$ cat config.mk
export PLATFORM = sky130hd
export DESIGN_NAME = ids_dma_engine
export DESIGN_NICKNAME = d
export VERILOG_FILES = /design/src/rtl/ids_dma_engine.sv
export SDC_FILE = /design/constraint.sdc
export NUM_CORES = 1
export LEC_CHECK = 0
export CAP_MARGIN = 25
export CORE_MARGIN = 5
export CORE_UTILIZATION = 40
export CTS_CLUSTER_DIAMETER = 100
export DETAILED_ROUTE_END_ITERATION = 8
export PLACE_DENSITY_LB_ADDON = 0.08
export SLEW_MARGIN = 15
export SYNTH_ARGS = -nofsm -noshare
export SYNTH_HDL_FRONTEND = slang
export SYNTH_SLANG_ARGS = --single-unit
$ cat constraint.sdc
create_clock -name i_clk -period 2.4 [get_ports i_clk]
set_input_delay 0.24 -clock i_clk [delete_from_list [all_inputs] [get_ports i_clk]]
set_output_delay 0.24 -clock i_clk [all_outputs]
set_load 0.01 [all_outputs]
$ cat src/rtl/ids_dma_engine.sv
// Single-channel word-copy DMA master for the IDS data bus (lowest-priority requester).
// Define IDS_DMA_IRQ_EN to drive o_irq on transfer completion; otherwise o_irq is tied low.
module ids_dma_engine #(
  parameter int LEN_W = 16
) (
  input  logic        i_clk,
  input  logic        i_rst_n,
  input  logic        i_cfg_write,
  input  logic [3:0]  i_cfg_addr,
  input  logic [31:0] i_cfg_din,
  output logic [31:0] o_cfg_dout,
  output logic        o_req_dma,
  input  logic        i_gnt_dma,
  output logic [31:0] o_dma_addr,
  output logic        o_dma_read,
  output logic        o_dma_write,
  output logic [3:0]  o_dma_size,
  output logic [31:0] o_dma_din,
  input  logic [31:0] i_dma_dout,
  output logic        o_irq
);

  // state  | meaning
  // S_IDLE | no transfer; bus outputs quiet
  // S_RD   | read request at src_q, held until granted
  // S_WAIT | read data returns; address still held at src_q
  // S_WR   | write request of data_q at dst_q, held until granted
  // S_FIN  | one-cycle completion: set done, pulse irq
  typedef enum logic [2:0] {S_IDLE, S_RD, S_WAIT, S_WR, S_FIN} state_t;

  state_t            r_state;
  state_t            w_state_nxt;
  logic [31:0]       r_src;
  logic [31:0]       r_dst;
  logic [LEN_W-1:0]  r_len;
  logic              r_done;
  logic [31:0]       r_src_q;
  logic [31:0]       r_dst_q;
  logic [LEN_W-1:0]  r_cnt_q;
  logic [31:0]       r_data_q;

  logic [1:0]        w_sel;
  logic              w_busy;
  logic              w_start;
  logic              w_clr;
  logic [15:0]       w_cnt16;
  logic              w_unused_addr;

  assign w_sel         = i_cfg_addr[3:2];
  assign w_busy        = (r_state != S_IDLE);
  assign w_start       = i_cfg_write && (w_sel == 2'd3) && i_cfg_din[0] && !w_busy;
  assign w_clr         = i_cfg_write && (w_sel == 2'd3) && i_cfg_din[1];
  assign w_cnt16       = 16'(r_cnt_q);
  assign w_unused_addr = ^i_cfg_addr[1:0];

  always_ff @(posedge i_clk or negedge i_rst_n) begin
    if (!i_rst_n) begin
      r_src <= '0;
      r_dst <= '0;
      r_len <= '0;
    end else if (i_cfg_write && !w_busy) begin
      case (w_sel)
        2'd0:    r_src <= i_cfg_din;
        2'd1:    r_dst <= i_cfg_din;
        2'd2:    r_len <= i_cfg_din[LEN_W-1:0];
        default: ;
      endcase
    end
  end

  // FIN can never coincide with an accepted start, so set-over-clear only matters vs. clear-done.
  always_ff @(posedge i_clk or negedge i_rst_n) begin
    if (!i_rst_n)
      r_done <= 1'b0;
    else if (r_state == S_FIN)
      r_done <= 1'b1;
    else if (w_clr || w_start)
      r_done <= 1'b0;
  end

  always_ff @(posedge i_clk or negedge i_rst_n) begin
    if (!i_rst_n) begin
      r_state  <= S_IDLE;
      r_src_q  <= '0;
      r_dst_q  <= '0;
      r_cnt_q  <= '0;
      r_data_q <= '0;
    end else begin
      r_state <= w_state_nxt;
      case (r_state)
        S_IDLE: if (w_start) begin
          r_src_q <= r_src;
          r_dst_q <= r_dst;
          r_cnt_q <= r_len;
        end
        S_WAIT: begin
          r_data_q <= i_dma_dout;
          r_src_q  <= r_src_q + 32'd4;
        end
        S_WR: if (i_gnt_dma) begin
          r_dst_q <= r_dst_q + 32'd4;
          r_cnt_q <= r_cnt_q - LEN_W'(1);
        end
        default: ;
      endcase
    end
  end

  always_comb begin
    w_state_nxt = r_state;
    o_req_dma   = 1'b0;
    o_dma_read  = 1'b0;
    o_dma_write = 1'b0;
    o_dma_size  = 4'h0;
    o_dma_addr  = 32'h0;
    o_dma_din   = 32'h0;
    case (r_state)
      S_IDLE: if (w_start) w_state_nxt = (r_len != '0) ? S_RD : S_FIN;
      S_RD: begin
        o_req_dma  = 1'b1;
        o_dma_read = 1'b1;
        o_dma_size = 4'hF;
        o_dma_addr = r_src_q;
        if (i_gnt_dma) w_state_nxt = S_WAIT;
      end
      S_WAIT: begin
        o_dma_addr  = r_src_q;
        w_state_nxt = S_WR;
      end
      S_WR: begin
        o_req_dma   = 1'b1;
        o_dma_write = 1'b1;
        o_dma_size  = 4'hF;
        o_dma_addr  = r_dst_q;
        o_dma_din   = r_data_q;
        // the word being written is the last one when the pre-decrement count is 1
        if (i_gnt_dma) w_state_nxt = (r_cnt_q == LEN_W'(1)) ? S_FIN : S_RD;
      end
      S_FIN: w_state_nxt = S_IDLE;
      default: w_state_nxt = S_IDLE;
    endcase
  end

  always_comb begin
    o_cfg_dout = 32'h0;
    case (w_sel)
      2'd0: o_cfg_dout = r_src;
      2'd1: o_cfg_dout = r_dst;
      2'd2: o_cfg_dout = 32'(r_len);
      2'd3: o_cfg_dout = {w_cnt16, 14'h0, r_done, w_busy};
      default: o_cfg_dout = 32'h0;
    endcase
  end

`ifdef IDS_DMA_IRQ_EN
  assign o_irq = (r_state == S_FIN);
`else
  assign o_irq = 1'b0;
`endif

endmodule

==> run notes <==
Purpose: to document the outcome of synthesis and place and route.

Outcome
The run finished with clean final reports.

Yosys
In the synthesized netlist, the cells that appear most often are 196 x sky130_fd_sc_hd__dfrtp_1, 191 x sky130_fd_sc_hd__nand2_1, 97 x sky130_fd_sc_hd__mux2_2, 74 x sky130_fd_sc_hd__nor2_1, 63 x sky130_fd_sc_hd__o21ai_0. The warning count from the yosys run is 0. sky130_fd_sc_hd__dfrtp_1 takes more of the synthesized area than any other cell.

The net count after synthesis is 1,178. The most popular library cell in the synthesized design by count is sky130_fd_sc_hd__dfrtp_1. The top-area cell type share of the netlist area is a little under half. The total of flip-flops plus latches after synthesis is 196. The and-or/or-and share of the synthesized area is 16.4%.

Yosys stat counts 1,102 cells in the synthesized netlist. By area, the combinational part of the netlist is dominated by simple AND/OR/NAND/NOR gates. The synthesized netlist devotes less than 1% of its cell area to XOR and XNOR gates. The share of the Yosys chip area taken by registers is 46.7%. The stat command in Yosys gives a chip area of 10,500 um^2. The number of instances in the synthesized netlist is 1,102. The post-synthesis instance area is 10,500 um^2.

Dividing the synthesized area by the synthesized cell count gives 9.54 um^2.

Power and ir drop
The peak supply drop is roughly 560 uV. In this run the power spent charging and discharging nets is 7.77 mW. The net switching share of the total power is between 40% and 50%.

The combinational power reported by the tool is around 9.1 mW. In this run, the combinational gates consume 48.5% of the power. The leakage power is 6.17 nW.

The power density of the placed cells is about 1300 nW/um^2.

Clocking
Buffers added to address setup during post-CTS repair amount to 14. The number of clock sinks is 196. Counting along the longest clock path gives a buffer depth of 2. The number of cells upsized or downsized after cts is 144. In this run, CTS created clock tree buffers numbering 17. The TritonCTS clock tree is yes. The skew report gives the latency at the later pin of the worst-skew pair as between 0.4 and 0.5 ns.

Layout
Ranking logic cells in the layout by count gives the top entries 194 x sky130_fd_sc_hd__dfrtp_1, 189 x sky130_fd_sc_hd__nand2_1, 102 x sky130_fd_sc_hd__clkdlybuf4s50_1, 97 x sky130_fd_sc_hd__mux2_2, 73 x sky130_fd_sc_hd__nor2_1. The filler-free cell count of the finished design is 1,650. The layout-stage area growth over the synthesis result is 31.8%. According to the cell report, flip-flops and latches in the layout number 196.

The non-clock buffer instance count of the final layout is between 200 and 300. The combinational share of cell area is 38.1%. The area used by multi-input combinational logic is 5280 um^2. Clock buffers in the final layout number 18.

Die
The floorplan has 59 rows. The vertical die size is 172 um. After floorplanning, the core was sized to cover between 20,000 and 30,000 um^2.

Setup path
In this run the worst setup path begins at r_state[0]. The kind of end point of the critical path is a primary output. Along the worst path, the maximum fanout reaches 12. On the critical path the data arrives at 2.12 ns. The number of cells on the worst reg-to-reg path is 5. The origin of the critical flop-to-flop path is r_cnt_q[14]. According to the timing report, the critical path is captured at o_dma_addr[4]. Data on the critical path is required at its endpoint by 2.16 ns. The path type of the worst setup path is reg2out.

Hold path
The start point of the worst hold path is i_dma_dout[11]. The class of the tightest hold or removal check is in2reg. The hold path endpoint is r_data_q[11].

GRT
Entering global routing, the biggest net connects roughly 58 pins. The first global-routing pass estimated 56,500 um of wire. The initial antenna violation count is 1.

STA
The final critical-path setup slack is about 0.042 ns. Setup repair after global routing left no endpoint under its margin. The transition time recorded at the tightest slew-check pin is 0.607 ns. The worst slack on hold paths is just over 0.3 ns.

In the final timing run, aggregate negative setup slack is 0 ns. The count of final max-slew check failures is 0.

Routing
The DRC violation count after routing is 0. After detailed routing, the average wire length per cell comes to 22.4 um. For this run, the detailed router reports a per-instance via density of 5.78. In the log, the iteration count for the first detailed-route pass is 5.

Placement
Once placement completed, the tool counted placed cells totaling 1,597. The post-placement worst setup slack is 0.0892 ns. The standard cell area after detailed placement is 13,000 um^2. The final RePlAce weighted congestion is 0.849.

Job
The number of max-cap violations is 0.
routing by layer:
| metal | vias to the layer above | track usage [%] | share of wire [%] |
|---|---|---|---|
| li1 | 4396 | - | - |
| met1 | 4724 | 34.0 | 43 |
| met2 | 358 | 39.3 | 46 |
| met3 | 51 | 5.83 | 7.3 |
| met4 | 2 | 8.13 | 2.7 |
| met5 | - | 0 | 0.035 |
critical path: stages (launching register included):
cell and delay (ns):
sky130_fd_sc_hd__dfrtp_2 0.43, sky130_fd_sc_hd__buf_6 0.14, sky130_fd_sc_hd__nand3b_1 0.17, sky130_fd_sc_hd__clkinv_4 0.13
sky130_fd_sc_hd__buf_6 0.15, sky130_fd_sc_hd__bufbuf_16 0.27, sky130_fd_sc_hd__a22o_1 0.24, sky130_fd_sc_hd__buf_6 0.13
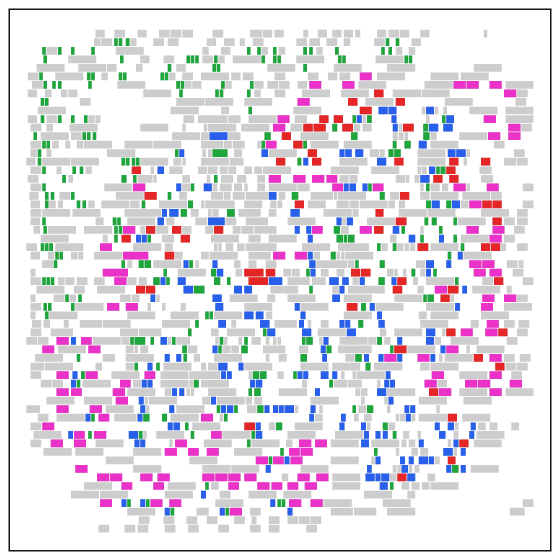
**Above:** selected gate families.
| colour | family | cells | most used |
|---|---|---|---|
| blue | inverting AOI/OAI gates | 191 | o21ai_0 |
| red | AND-OR and OR-AND gates | 64 | a22o_1 |
| green | NAND gates | 244 | nand2_1 |
| magenta | multiplexers | 119 | mux2_2 |

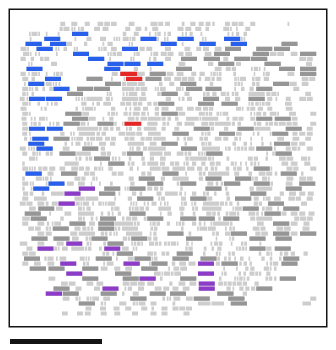
**Above:** sequential cells grouped by signal name.
The bar under the picture is 50 um long.
| colour | name in the netlist | sequential cells |
|---|---|---|
| red | r_state | 3 |
| blue | r_data_q | 32 |
| purple | r_len | 16 |

Power figures rest on the tool's default switching activity, not on a simulated workload.
